==> run_1/metal_stack.png <==
(1.5 px per um)
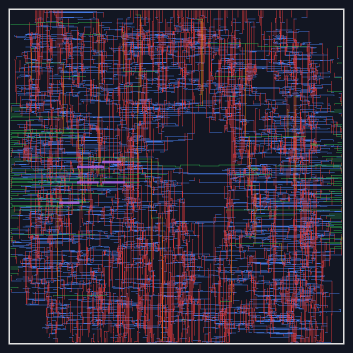
==> run_1/final_clocks.png <==
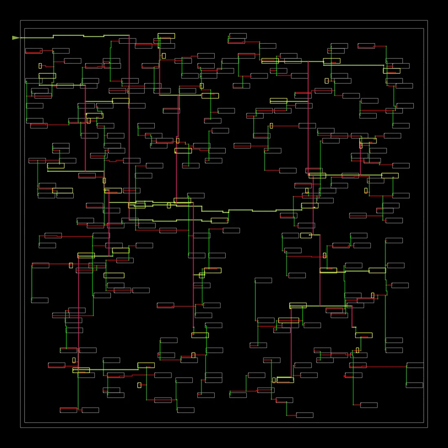
==> run_1/registers.png <==
(1 px per um)
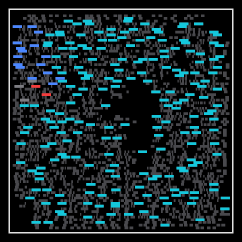
--- src/rtl/cluster_accumulator.sv ---
// Per-cluster k-means accumulator: sums the coordinates and counts the points routed to this
// cluster during one iteration, then holds the result until the centroid divider acknowledges it.
module cluster_accumulator #(
   parameter int coord_width = 13,
   parameter int num_coords  = 7,
   parameter int input_width = 91,
   parameter int count_width = 16,
   localparam int sum_width  = coord_width + count_width
) (
   input  logic                            clk,
   input  logic                            rst,
   input  logic                            start,
   input  logic [input_width-1:0]          data_in,
   input  logic                            data_valid,
   input  logic                            last,
   output logic [num_coords*sum_width-1:0] sum_out,
   output logic [count_width-1:0]          count_out,
   output logic                            result_valid,
   input  logic                            result_ack,
   output logic                            busy,
   output logic                            overflow
);

   typedef enum logic [1:0] {
      IDLE  = 2'd0,
      ACCUM = 2'd1,
      DONE  = 2'd2
   } state_t;

   localparam logic [count_width-1:0] count_max = '1;

   state_t                 state;
   logic [sum_width-1:0]   sums   [num_coords];
   logic [coord_width-1:0] coords [num_coords];

   generate
      for (genvar gi = 0; gi < num_coords; gi++) begin : g_coord
         assign coords[gi] = data_in[gi*coord_width +: coord_width];
         assign sum_out[gi*sum_width +: sum_width] = sums[gi];
      end
   endgenerate

   always_ff @(posedge clk or posedge rst) begin
      if (rst) begin
         state        <= IDLE;
         count_out    <= '0;
         result_valid <= 1'b0;
         busy         <= 1'b0;
         overflow     <= 1'b0;
         for (int i = 0; i < num_coords; i++) sums[i] <= '0;
      end else begin
         case (state)
            IDLE: begin
               if (start) begin
                  state     <= ACCUM;
                  busy      <= 1'b1;
                  count_out <= '0;
                  overflow  <= 1'b0;
                  for (int i = 0; i < num_coords; i++) sums[i] <= '0;
               end
            end
            ACCUM: begin
               // start restarts the iteration and discards any sample in the same cycle
               if (start) begin
                  count_out <= '0;
                  overflow  <= 1'b0;
                  for (int i = 0; i < num_coords; i++) sums[i] <= '0;
               end else begin
                  if (data_valid) begin
                     if (count_out != count_max) begin
                        count_out <= count_out + count_width'(1);
                        for (int i = 0; i < num_coords; i++)
                           sums[i] <= sums[i] + sum_width'(coords[i]);
                     end else begin
                        overflow <= 1'b1;
                     end
                  end
                  if (last) begin
                     state        <= DONE;
                     busy         <= 1'b0;
                     result_valid <= 1'b1;
                  end
               end
            end
            DONE: begin
               if (result_ack) begin
                  result_valid <= 1'b0;
                  if (start) begin
                     state     <= ACCUM;
                     busy      <= 1'b1;
                     count_out <= '0;
                     overflow  <= 1'b0;
                     for (int i = 0; i < num_coords; i++) sums[i] <= '0;
                  end else begin
                     state <= IDLE;
                  end
               end
            end
            default: begin
               state        <= IDLE;
               busy         <= 1'b0;
               result_valid <= 1'b0;
            end
         endcase
      end
   end

endmodule

--- config.mk ---
export PLATFORM = sky130hd
export DESIGN_NAME = cluster_accumulator
export DESIGN_NICKNAME = d
export VERILOG_FILES = /design/src/rtl/cluster_accumulator.sv
export SDC_FILE = /design/constraint.sdc
export NUM_CORES = 1
export LEC_CHECK = 0
export CAP_MARGIN = 40
export CELL_PAD_IN_SITES_DETAIL_PLACEMENT = 1
export CELL_PAD_IN_SITES_GLOBAL_PLACEMENT = 1
export CORE_MARGIN = 2
export CORE_UTILIZATION = 30
export CTS_BUF_LIST = sky130_fd_sc_hd__clkbuf_16
export CTS_CLUSTER_SIZE = 16
export DETAILED_ROUTE_END_ITERATION = 10
export PLACE_DENSITY_LB_ADDON = 0.1
export SYNTH_ARGS = -nofsm -noshare
export SYNTH_HDL_FRONTEND = slang
export SYNTH_SLANG_ARGS = --single-unit
--- constraint.sdc ---
create_clock -name clk -period 19.62 [get_ports clk]
set_input_delay 3.924 -clock clk [delete_from_list [all_inputs] [get_ports clk]]
set_output_delay 3.924 -clock clk [all_outputs]
set_load 0.02 [all_outputs]
==> job_summary.md, run 1 <==
### Flow metrics

| Metric | Value |
|---|---|
| Cts hold-fix bufs | 0 |
| CP endpoint kind | flip-flop |
| Pwr/cell area | 88.3 mW/mm^2 |
| H-tree depth | 1 |
| TritonCTS clock tree | done |
| Cell area leaders | dfrtp_1, ha_1, nand2_1, o21ai_0, nor2_1 |
| GRT overflow | 0 |
| Max Cap Violations | 0 |
| Maximum buffer depth of the clock tree | 3 |
| Initial antenna violation count | 5 |
| Layout cells sized above 1 | ~4.7% |
| Tcrit/Tclk final | 38.5% |
| Area share of fa/ha/maj cells after synthesis | under 10% |
| Sequential power share | 32.8% |
| Setup crit start kind | input port |
| Outcome | finished, final reports clean |
| Sw Share | 36.5% |
| Synthesis Warnings | 0 |
| Leakage | between 8 and 9 nW |
| AND/OR/NAND/NOR Cells, Area Fraction | 20.8% |
| Synth logic family | simple AND/OR/NAND/NOR gates |
| Power, Total | ~1.7 mW |
| Cell count after synthesis | 1,592 |
| Setup Buffers After CTS | 0 |
| Clock share of power | 32.0% |
| Chip area | approximately 0.049 mm^2 |
| Mapped cell area | 0.0143 mm^2 |
| Comb. cell area | 0.00822 mm^2 |
| Vias | 13,200 |
| Maximum number of pins on one net before global-route repair | 87 |
| Crit path DAT | 7990 ps |
| CTS clk-pin slew, worst paths | roughly 60 ps |
| Main synth FF type | dfrtp_1 |
| Die X | 222 um |
| Slew @ Worst Pin | around 870 ps |
| DR WL/cell | 19.7 um |
| Worst skew pair latency | 590 ps |
| Vias per cell | 5.23 |
| Final Hold Fails | 0 |
| Setup_tns | 0 ps |
| Placed cells | 2,473 |
| Net Sw Power | 0.616 mW |
| OpenROAD warning count | 26 |
| Number of diodes | 0 |
| Total wire length | about 50 mm |
| Min-Delay Path Class | flip-flop to flip-flop |
## Picture notes: metal_stack.png
colour	layer	wire length
orange	met4	941 um
blue	met1	22.0 mm
purple	met5	66.2 um
green	met3	2,500 um
red	met2	24.3 mm

## Picture notes: final_clocks.png
CTS buffer count: 30
flip-flops: 224

## Picture notes: registers.png
colour	netlist name	placed flops
red	state	2
cyan	sum_out	203
blue	count_out	16
not coloured	3

run 1: state kept, by name, summed over array words and instances, names as in the netlist:
| register | cells |
|---|---|
| result_valid | 1 |
| busy | 1 |
| sum_out | 203 |
| state | 2 |
| count_out | 16 |
| overflow | 1 |
run 1: worst paths after layout:
path                       cells past startpoint                  endpoint  slack [ps]                 start
min in group asynchronous                      2  sum_out[145]$_DFFE_PP0P_        3720                   rst
max in group asynchronous                      4  sum_out[165]$_DFFE_PP0P_       14070                   rst
max                                            9    sum_out[9]$_DFFE_PP0P_       12080                 start
min reg2reg                                    2      overflow$_DFFE_PP0P_         500  overflow$_DFFE_PP0P_
max reg2reg                                    8    sum_out[9]$_DFFE_PP0P_       15520  state[0]$_DFFE_PP0P_
min                                            2      overflow$_DFFE_PP0P_         500  overflow$_DFFE_PP0P_
run 1: layout by cell type (no fill, tap or decap), types with 11 or more instances in the layout:
cell             synthesis  routed
a21oi_1                101     101
clkbuf_16                0      30
nand3_1                 58      57
o21a_1                  18      18
clkdlybuf4s50_1          0     318
or4_1                   15      15
nor2b_1                 11      11
o31ai_1                 30      30
nand2_1                185     184
xnor2_1                 56      56
nor3_1                  26      26
and2_1                  12      12
ha_1                    92      92
and3_1                  24      24
o41ai_1                 11      11
nand2b_1                28      28
o211ai_1                19      19
a21o_1                  26      26
nand4_1                 33      33
mux2i_1                 16      16
a211oi_1                23      23
nor2_1                 137     135
dfrtp_1                224     224
o21ai_0                118     116
xor2_1                  46      46
or3_1                   43      43
inv_1                   57      60
run 1: layer usage:
layer,routed length (um),track usage [%],vias up
met1,22000,25.4,6530
met3,2500,4.40,60
met4,941,3.84,10
met2,24300,35.3,226
li1,-,-,6389
met5,66,0,-
run 1: critical path: stages:
cell and delay (ps):
clkdlybuf4s50_1 620, nand3b_1 310, a21boi_4 210, buf_4 550, o31a_2 260, buf_4 530
buf_4 740, nor2_2 370, a32o_1 350
run 1: power groups by stage:
stage / combinational, mW / sequential, mW / clock (mW)
floorplan: 0.326 / 0.601 / 0
global placement: 0.585 / 0.561 / 0
detailed placement: 0.598 / 0.562 / 0
CTS: 0.602 / 0.554 / 0.557
global route: 0.656 / 0.561 / 0.572
finish: 0.593 / 0.553 / 0.539
run 1: through the flow:
step	hold WS (ps)	util [%]	cell area [um^2]
after floorplan	564	-	14300
after global placement	477	38.6	18100
after detailed placement	493	38.8	18100
after CTS	510	40.8	19100
after global routing	536	40.8	19100
final	499	40.8	19100
run 1: cells by family after synthesis:
family | count (synthesis)
multiplexers | 16
buffers and inverters | 114
adder cells (fa/ha/maj) | 99
flip-flops | 224
AND-OR/OR-AND | 435
XOR/XNOR | 102
AND/OR/NAND/NOR | 602
run 1: final cells by class:
class                   instances  share of cell area, %
multi-input cells            1254                   43.0
flip-flops and latches        224                   29.4
repair buffers                331                   17.5
well taps                     607                   3.98
clock buffers                  30                   3.93
inverters                      57                   1.16
clock inverters                25                   1.04
## Run 2: what changed since run 1
==> constraint.sdc (replaced) <==
create_clock -name clk -period 6.94 [get_ports clk]
set_input_delay 1.388 -clock clk [delete_from_list [all_inputs] [get_ports clk]]
set_output_delay 1.388 -clock clk [all_outputs]
set_load 0.02 [all_outputs]
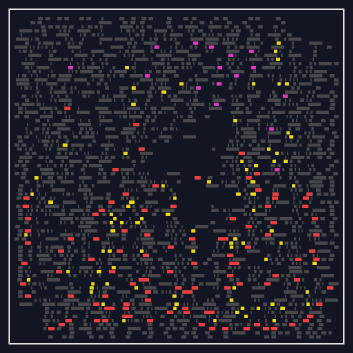
(run_2/gate_families.png)
(1.5 px per um)
colour	family	cells
magenta	multiplexers	16
yellow	AND-OR and OR-AND gates	84
red	adder and majority cells	99

==> run 2 against run 1 <==
Clock skew down 22 ps. Critical path depth rose by 2. Power went up to 2.9 times the previous value. Sequential share of layout area barely moved. Area after synthesis is the same. Largest power group unchanged. Sequential power rose to 2.8 times the previous value. Highest routed layer unchanged. Die area is the same. Clock power increased to 2.9 times the previous value. Synthesized cell count unchanged. Clock-buffer cell count is the same.
==> job_summary.md, run 2 <==
### Flow metrics

| Metric | Value |
|---|---|
| TritonCTS clock tree | done |
| Final Hold Fails | 0 (unchanged) |
| I/O pin count | 319 |
| Fill cells | roughly 5,400 |
| Synthesis Warnings | 0 (unchanged) |
| CP endpoint kind | flip-flop |
| Min-Delay Path Class | flip-flop to flip-flop |
| First-pass GRT wire length | between 70 and 80 mm |
| Crit path capture | sum_out[53]$_DFFE_PP0P_ |
| Slew @ Worst Pin | 1120 ps (+256 ps) |
| Clock sink count | about 220 |
| Relative slew slack | 25.1% |
| Max FFs per register | 203 (unchanged) |
| Post-synth top cells | dfrtp_1, nand2_1, nor2_1, o21ai_0, a21oi_1 |
| Maximum number of pins on one net before global-route repair | 151 (+74%) |
| Setup crit start kind | input port |
| Yosys Instances | 1,592 |
| CTS clk-pin slew, worst paths | 50 ps (about the same) |
| Pwr/cell area | 252 mW/mm^2 (+190%) |
| Outcome | finished, final reports clean |
| Main synth FF type | dfrtp_1 |
| Total wire length | 50.4 mm (+1.1%) |
| Most numerous logic cell after layout | clkdlybuf4s50_1 |
| Commonest cells after routing, fill and taps aside | clkdlybuf4s50_1, dfrtp_1, nand2_1 |
| Number of diodes | 0 (unchanged) |
| Cell count after synthesis | 1,592 (unchanged) |
| Crit path DAT | 4810 ps (-3180 ps) |
| Root buffer cell | clkbuf_16 |
| H-tree depth | 1 (unchanged) |
| Die Span Y | 222 um |
| Placed cells | 2,475 (+0.081%) |
| Initial antenna violation count | 10 (+5) |
| FF-to-FF path depth | 9 (+1) |
| Peak supply drop | 0.000163 V |
| Worst skew pair latency | 580 ps (about the same) |
| Capture point of the worst reg-to-reg path | sum_out[53]$_DFFE_PP0P_ |
| Final cell count without fillers | 2,529 |
| DR pass1 iterations | 4 |
| Core area | around 0.047 mm^2 |
| Cts hold-fix bufs | 0 (unchanged) |
| CP top delay family | AND-OR/OR-AND gates |
| Setup_tns | 0 ps (unchanged) |
| Critical Path Stages | 11 (+2) |
| Critical-path cell list | clkdlybuf4s50_1 > ha_1 > inv_1 > fa_1 > nor2b_1 > o31a_1 > o211ai_1 > a311oi_1 > o21ai_1 > or4_1 > a21oi_1 |
| Worst reg-to-reg setup slack | 3350 ps (-12,170 ps) |
| Chip area | 0.0493 mm^2 (unchanged) |
| Post-CTS Resized | 0 |
| Setup crit start | data_in[13] |
| Initial Util | between 30% and 40% |
| Vias per cell | 5.28 (+1.1%) |
| Flip-flops with a built-in enable | 0 |
| Layout cells sized above 1 | 4.53% (-0.16 points) |
| Mapped cell area | 0.0143 mm^2 (unchanged) |
| Hold Crit Start | sum_out[89]$_DFFE_PP0P_ |
| GP Congestion | 0.835 |
| Syn Nets | 1,788 |
| Setup CP Type | input port to flip-flop |
| Seq share, synth | between 30% and 40% |
| Setup Buffers After CTS | 0 (unchanged) |
| WP buf/inv | 2 (-2) |
| Maximum buffer depth of the clock tree | 3 (unchanged) |
| Detail Placement HPWL | roughly 37 mm |
| Final Slew Violations | 0 |
| Mapped Avg Cell Area | between 8 and 9 um^2 |
| Final Critical Period | 4330 ps |
| Cell area leaders | dfrtp_1, ha_1, nand2_1, o21ai_0, nor2_1 |
| Vias in the first global route | 13,900 |
| Gr usage total | 20.2% |
| Max Cap Violations | 0 (unchanged) |
| DRT iter0 DRCs | approximately 650 |
| Tcrit/Tclk final | 62.3% |
| Antenna Nets Post-Route | 0 |
| Leakage | 8.02 nW (about the same) |
| Cell with the most instances after synthesis | dfrtp_1 |
| Critical path fanouts, max | 12 |
| Area share, top type | 39.3% |
| CP max-delay cell | or4_1 |
| Fmax | 231 MHz |
| GRT overflow | 0 (unchanged) |
| Rows | 79 |
| CTS buffer count | 30 (unchanged) |
| Die X | 222 um (unchanged) |
| DR WL/cell | 19.9 um (+1.1%) |
| Vias | 13,400 (+1.1%) |
| Cell taking the most area after synthesis | dfrtp_1 |
| Port Buf Inserts | 318 |
| RSZ-0062 raised after global routing | no |
| Worst r2r src | count_out[0]$_DFFE_PP0P_ |
| Max stage delay on crit path | 590 ps (-150 ps) |
| OpenROAD warning count | 28 (+7.7%) |
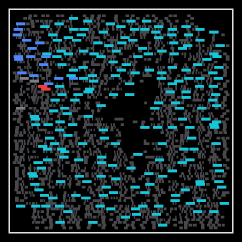
(run_2/registers.png)
(1 px per um)
colour	netlist name	placed flops
cyan	sum_out	203
blue	count_out	16
red	state	2

-- run 2: cells by family (layout without fill, tap and decap cells) --
family / count (synthesis) / in the layout / share of synthesized area [%]
AOI/OAI and AO/OA: 435 / 435 / 20.1
adders and majority gates: 99 / 99 / 9.06
xor gates and xnor gates: 102 / 102 / 6.27
muxes: 16 / 16 / 1.12
buffers and inverters: 114 / 444 / 3.30
DFF: 224 / 224 / 39.3
and+or+nand+nor: 602 / 602 / 20.8
-- run 2: area by class of cell --
| type | instances | area [um^2] | area share, % |
|---|---|---|---|
| sequential | 224 | 5610 | 29.4 |
| timing repair buffer | 333 | 3330 | 17.4 |
| clock inverter | 24 | 221 | 1.16 |
| inverter | 57 | 218 | 1.14 |
| clock buffer | 30 | 751 | 3.93 |
| tap | 607 | 759 | 3.98 |
| multi-input combinational | 1254 | 8220 | 43.0 |
-- run 2: layer usage --
metal  GRT usage (%)  part of all wire [%]  vias to the layer above
met5               0                  0.21                        -
met4            4.10                   2.0                       16
met3            4.27                   4.7                       73
met2            35.5                    49                      231
met1            25.4                    44                     6649
li1                -                     -                     6391
-- run 2: how the worst min path moves through the flow --
stage	end	slack, ps	cells past startpoint
after floorplan	state[0]$_DFFE_PP0P_	560	2
after global placement	sum_out[0]$_DFFE_PP0P_	480	2
after detailed placement	sum_out[116]$_DFFE_PP0P_	500	2
after CTS	sum_out[116]$_DFFE_PP0P_	510	2
after global routing	sum_out[97]$_DFFE_PP0P_	540	2
final	sum_out[89]$_DFFE_PP0P_	510	2
-- run 2: where the power goes --
group	internal, mW	switching, mW	total, mW
combinational	0.702	0.983	1.69
sequential	1.43	0.135	1.57
clock	0.928	0.627	1.55
total	3.06	1.74	4.80
-- run 2: tightest hold or removal path, delay by kind of cell (launching register included) --
kind,cells,cell delay (ps)
flops,1,360
compound gates,1,50
simple gates,1,60
-- run 2: metrics by stage --
stage | instance area, um^2 | setup WS (ps) | hold slack, ps | power, mW | util (%)
6_report | 19100 | 2610 | 507 | 4.80 | 40.8
5_1_grt | 19100 | 2340 | 536 | 5.09 | 40.8
4_1_cts | 19100 | 2640 | 512 | 4.88 | 40.8
3_5_place_dp | 18100 | 2040 | 499 | 3.28 | 38.8
3_3_place_gp | 18100 | 2100 | 484 | 3.25 | 38.7
2_1_floorplan | 14300 | 2630 | 564 | 2.62 | -
## Run 3: what changed since run 2
==> constraint.sdc (replaced) <==
create_clock -name clk -period 3.7 [get_ports clk]
set_input_delay 0.74 -clock clk [delete_from_list [all_inputs] [get_ports clk]]
set_output_delay 0.74 -clock clk [all_outputs]
set_load 0.02 [all_outputs]
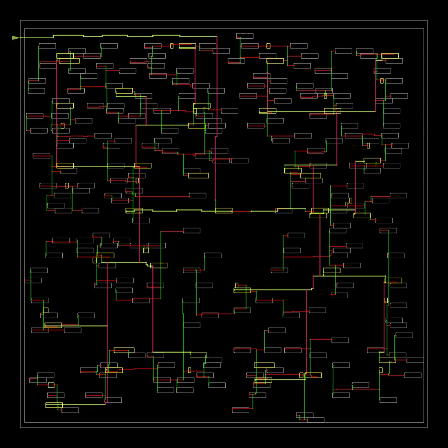
(run_3/final_clocks.png)
clock sink count: 224
Clk power: 3.05 mW

==> run 3 against run 2 <==
Hold slack got worse by 37 ps. Sequential power up 87%. Largest cell class unchanged. Power is 93% higher.
==> job_summary.md, run 3 <==
### Flow metrics

| Metric | Value |
|---|---|
| Area share of fa/ha/maj cells after synthesis | 9.06% (unchanged) |
| Synthesis Warnings | 0 (unchanged) |
| Pwr/cell area | 472 mW/mm^2 (+88%) |
| Vias per cell | 5.27 (-0.31%) |
| OpenROAD warning count | 26 (-7.1%) |
| Setup CP Type | input port to flip-flop |
| Clock share of power | 32.8% (+0.5 points) |
| Vias in the first global route | 14,500 (+4.6%) |
| Main synth FF type | dfrtp_1 |
| Initial antenna violation count | 6 (-4) |
| Compound Share, Synth | 20.1% (unchanged) |
| Min-Delay Path Class | input port to asynchronous set/reset pin |
| Commonest cells after routing, fill and taps aside | clkdlybuf4s50_1, dfrtp_1, nand2_1 |
| Mapped cell area | 0.0143 mm^2 (unchanged) |
| Synth logic family | simple AND/OR/NAND/NOR gates |
| Die Span Y | 222 um (unchanged) |
| Detail Placement HPWL | 38.9 mm (+4.2%) |
| Tcrit/Tclk final | 85.6% |
| Post-synth top cells | dfrtp_1, nand2_1, nor2_1, o21ai_0, a21oi_1 |
| I/O pin count | 319 (unchanged) |
| Setup Buffers After CTS | 0 (unchanged) |
| Post-route setup slack | 532 ps (-2080 ps) |
| Maximum buffer depth of the clock tree | 3 (unchanged) |
| Peak supply drop | 0.000306 V (+88%) |
| Gr usage total | 20.8% (+0.67 points) |
| AND/OR/NAND/NOR Cells, Area Fraction | 20.8% (unchanged) |
| Most numerous logic cell after layout | clkdlybuf4s50_1 |
| Antenna Nets Post-Route | 0 (unchanged) |
| DR WL/cell | 20.0 um (+0.14%) |
| Crit path DAT | 3660 ps (-1150 ps) |
| Max FFs per register | 203 (unchanged) |
| Comb. cell area | 0.00822 mm^2 (unchanged) |
| Fill cells | 5,368 (-0.79%) |
| Net Sw Power | 3.33 mW (+91%) |
| Final Critical Period | 3170 ps |
| FF-to-FF path depth | 9 (unchanged) |
| Cell area leaders | dfrtp_1, ha_1, nand2_1, o21ai_0, nor2_1 |
| GRT overflow | 0 (unchanged) |
| Relative slew slack | 53.4% (+28 points) |
| Cell taking the most area after synthesis | dfrtp_1 |
| First-pass GRT wire length | 82.5 mm (+3.2%) |
| Final Slew Violations | 0 (unchanged) |
| Met1 Use GR | 26.1% (+0.70 points) |
| Vias | 13,600 (+2.0%) |
| XOR-XNOR Cells, Area Fraction | 6.27% (unchanged) |
| Max Cap Violations | 0 (unchanged) |
| Area share, top type | 39.3% (unchanged) |
| Critical path fanouts, max | 13 (+1) |
| DR pass1 iterations | 5 (+1) |
| Layout cells sized above 1 | 7.53% (+3.0 points) |
| Yosys Instances | 1,592 (unchanged) |
| Outcome | finished, final reports clean |
| Mux cell area share | 1.12% (unchanged) |
| Root buffer cell | clkbuf_16 |
| Comb pwr share | 35.6% (+0.5 points) |
| RSZ-0062 raised after global routing | no |
| GRT met2 Usage | 36.1% (+0.60 points) |
| H-tree depth | 1 (unchanged) |
| Port Buf Inserts | 318 (unchanged) |
| Slew @ Worst Pin | 699 ps (-425 ps) |
| Initial Util | 30.5% (unchanged) |
| Chip area | 0.0493 mm^2 (unchanged) |
| Global route hottest layer | met2 |
| Maximum number of pins on one net before global-route repair | 71 (-53%) |
| Leakage | 8.36 nW (+4.2%) |
| Worst skew pair latency | 580 ps (about the same) |
| Rows | 79 (unchanged) |
| Fin area | 0.0197 mm^2 (+3.1%) |
| CP endpoint kind | flip-flop |
| Mapped Avg Cell Area | 8.96 um^2 (unchanged) |
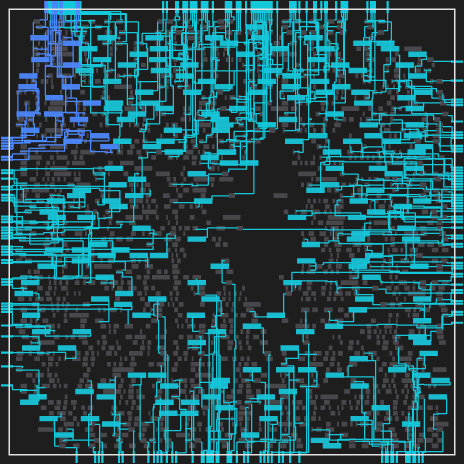
(run_3/port_nets.png)
(2 px per um)
colour	port	bits	direction	edge	end cells	buffers	wire
blue	count_out	16	output	9 north, 7 west	16	16	927 um
cyan	sum_out	203	output	69 north, 50 east, 50 south, 34 west	203	203	12,800 um

==> run 3: cell counts after synthesis <==
Identical to the previous run, type by type.
==> run 3: metal layers <==
metal	share of wire [%]	wire length (um)
met5	0.13	69
met4	2.9	1490
met3	4.8	2490
met2	49	25100
met1	43	22400
==> run 3: cells by family (layout without fill, tap and decap cells) <==
logic type      count (synthesis)  in the layout
fa+ha+maj                      99             99
mux                            16             16
simple gates                  602            602
compound gates                435            435
flops                         224            224
other cells                     0              2
buf+inv                       114            500
xor+xnor                      102            102
==> run 3: power by group through the flow <==
stage	Sequential [mW]	Clock [mW]	Combinational [mW]
floorplan	3.19	0	1.73
global route	2.97	3.25	3.65
CTS	2.93	3.15	3.35
detailed placement	2.98	0	3.33
global placement	2.97	0	3.27
finish	2.93	3.05	3.31
==> run 3: layout make-up <==
| type | count | area share, % |
|---|---|---|
| Antenna cell | 2 | 0.0254 |
| Clock inverter | 24 | 1.23 |
| Sequential cell | 224 | 28.5 |
| Inverter | 57 | 1.11 |
| Timing Repair Buffer | 388 | 19.7 |
| Tap cell | 607 | 3.86 |
| Clock buffer | 31 | 3.94 |
| Multi-Input combinational cell | 1254 | 41.7 |
==> run 3: final timing paths <==
check,start,slack (ps),end
max,data_in[39],530,sum_out[111]$_DFFE_PP0P_
min,rst,470,sum_out[37]$_DFFE_PP0P_
max reg2reg,count_out[0]$_DFFE_PP0P_,720,sum_out[54]$_DFFE_PP0P_
min reg2reg,sum_out[0]$_DFFE_PP0P_,500,sum_out[0]$_DFFE_PP0P_
max in group asynchronous,rst,2470,sum_out[63]$_DFFE_PP0P_
min in group clk,sum_out[0]$_DFFE_PP0P_,500,sum_out[0]$_DFFE_PP0P_
==> run 3: stage by stage <==
stage	hold WS (ps)	cells	total power, mW	TNS [ps]
4_1_cts	445	2585	9.44	0
6_report	471	2587	9.29	0
5_1_grt	481	2586	9.87	0
3_3_place_gp	482	2529	6.24	0
3_5_place_dp	486	2530	6.31	-100
2_1_floorplan	564	1592	4.92	0
==> run 3: worst max-delay path, cell delays in order <==
cell	delay, ps
clkdlybuf4s50_1	470
ha_1	170
inv_1	60
fa_1	390
nor2b_1	160
o31a_1	190
o311a_1	200
o41ai_2	70
buf_4	160
a211o_1	450
or4b_1	510
o21ai_0	80
Power is estimated from default activity; no workload was simulated.
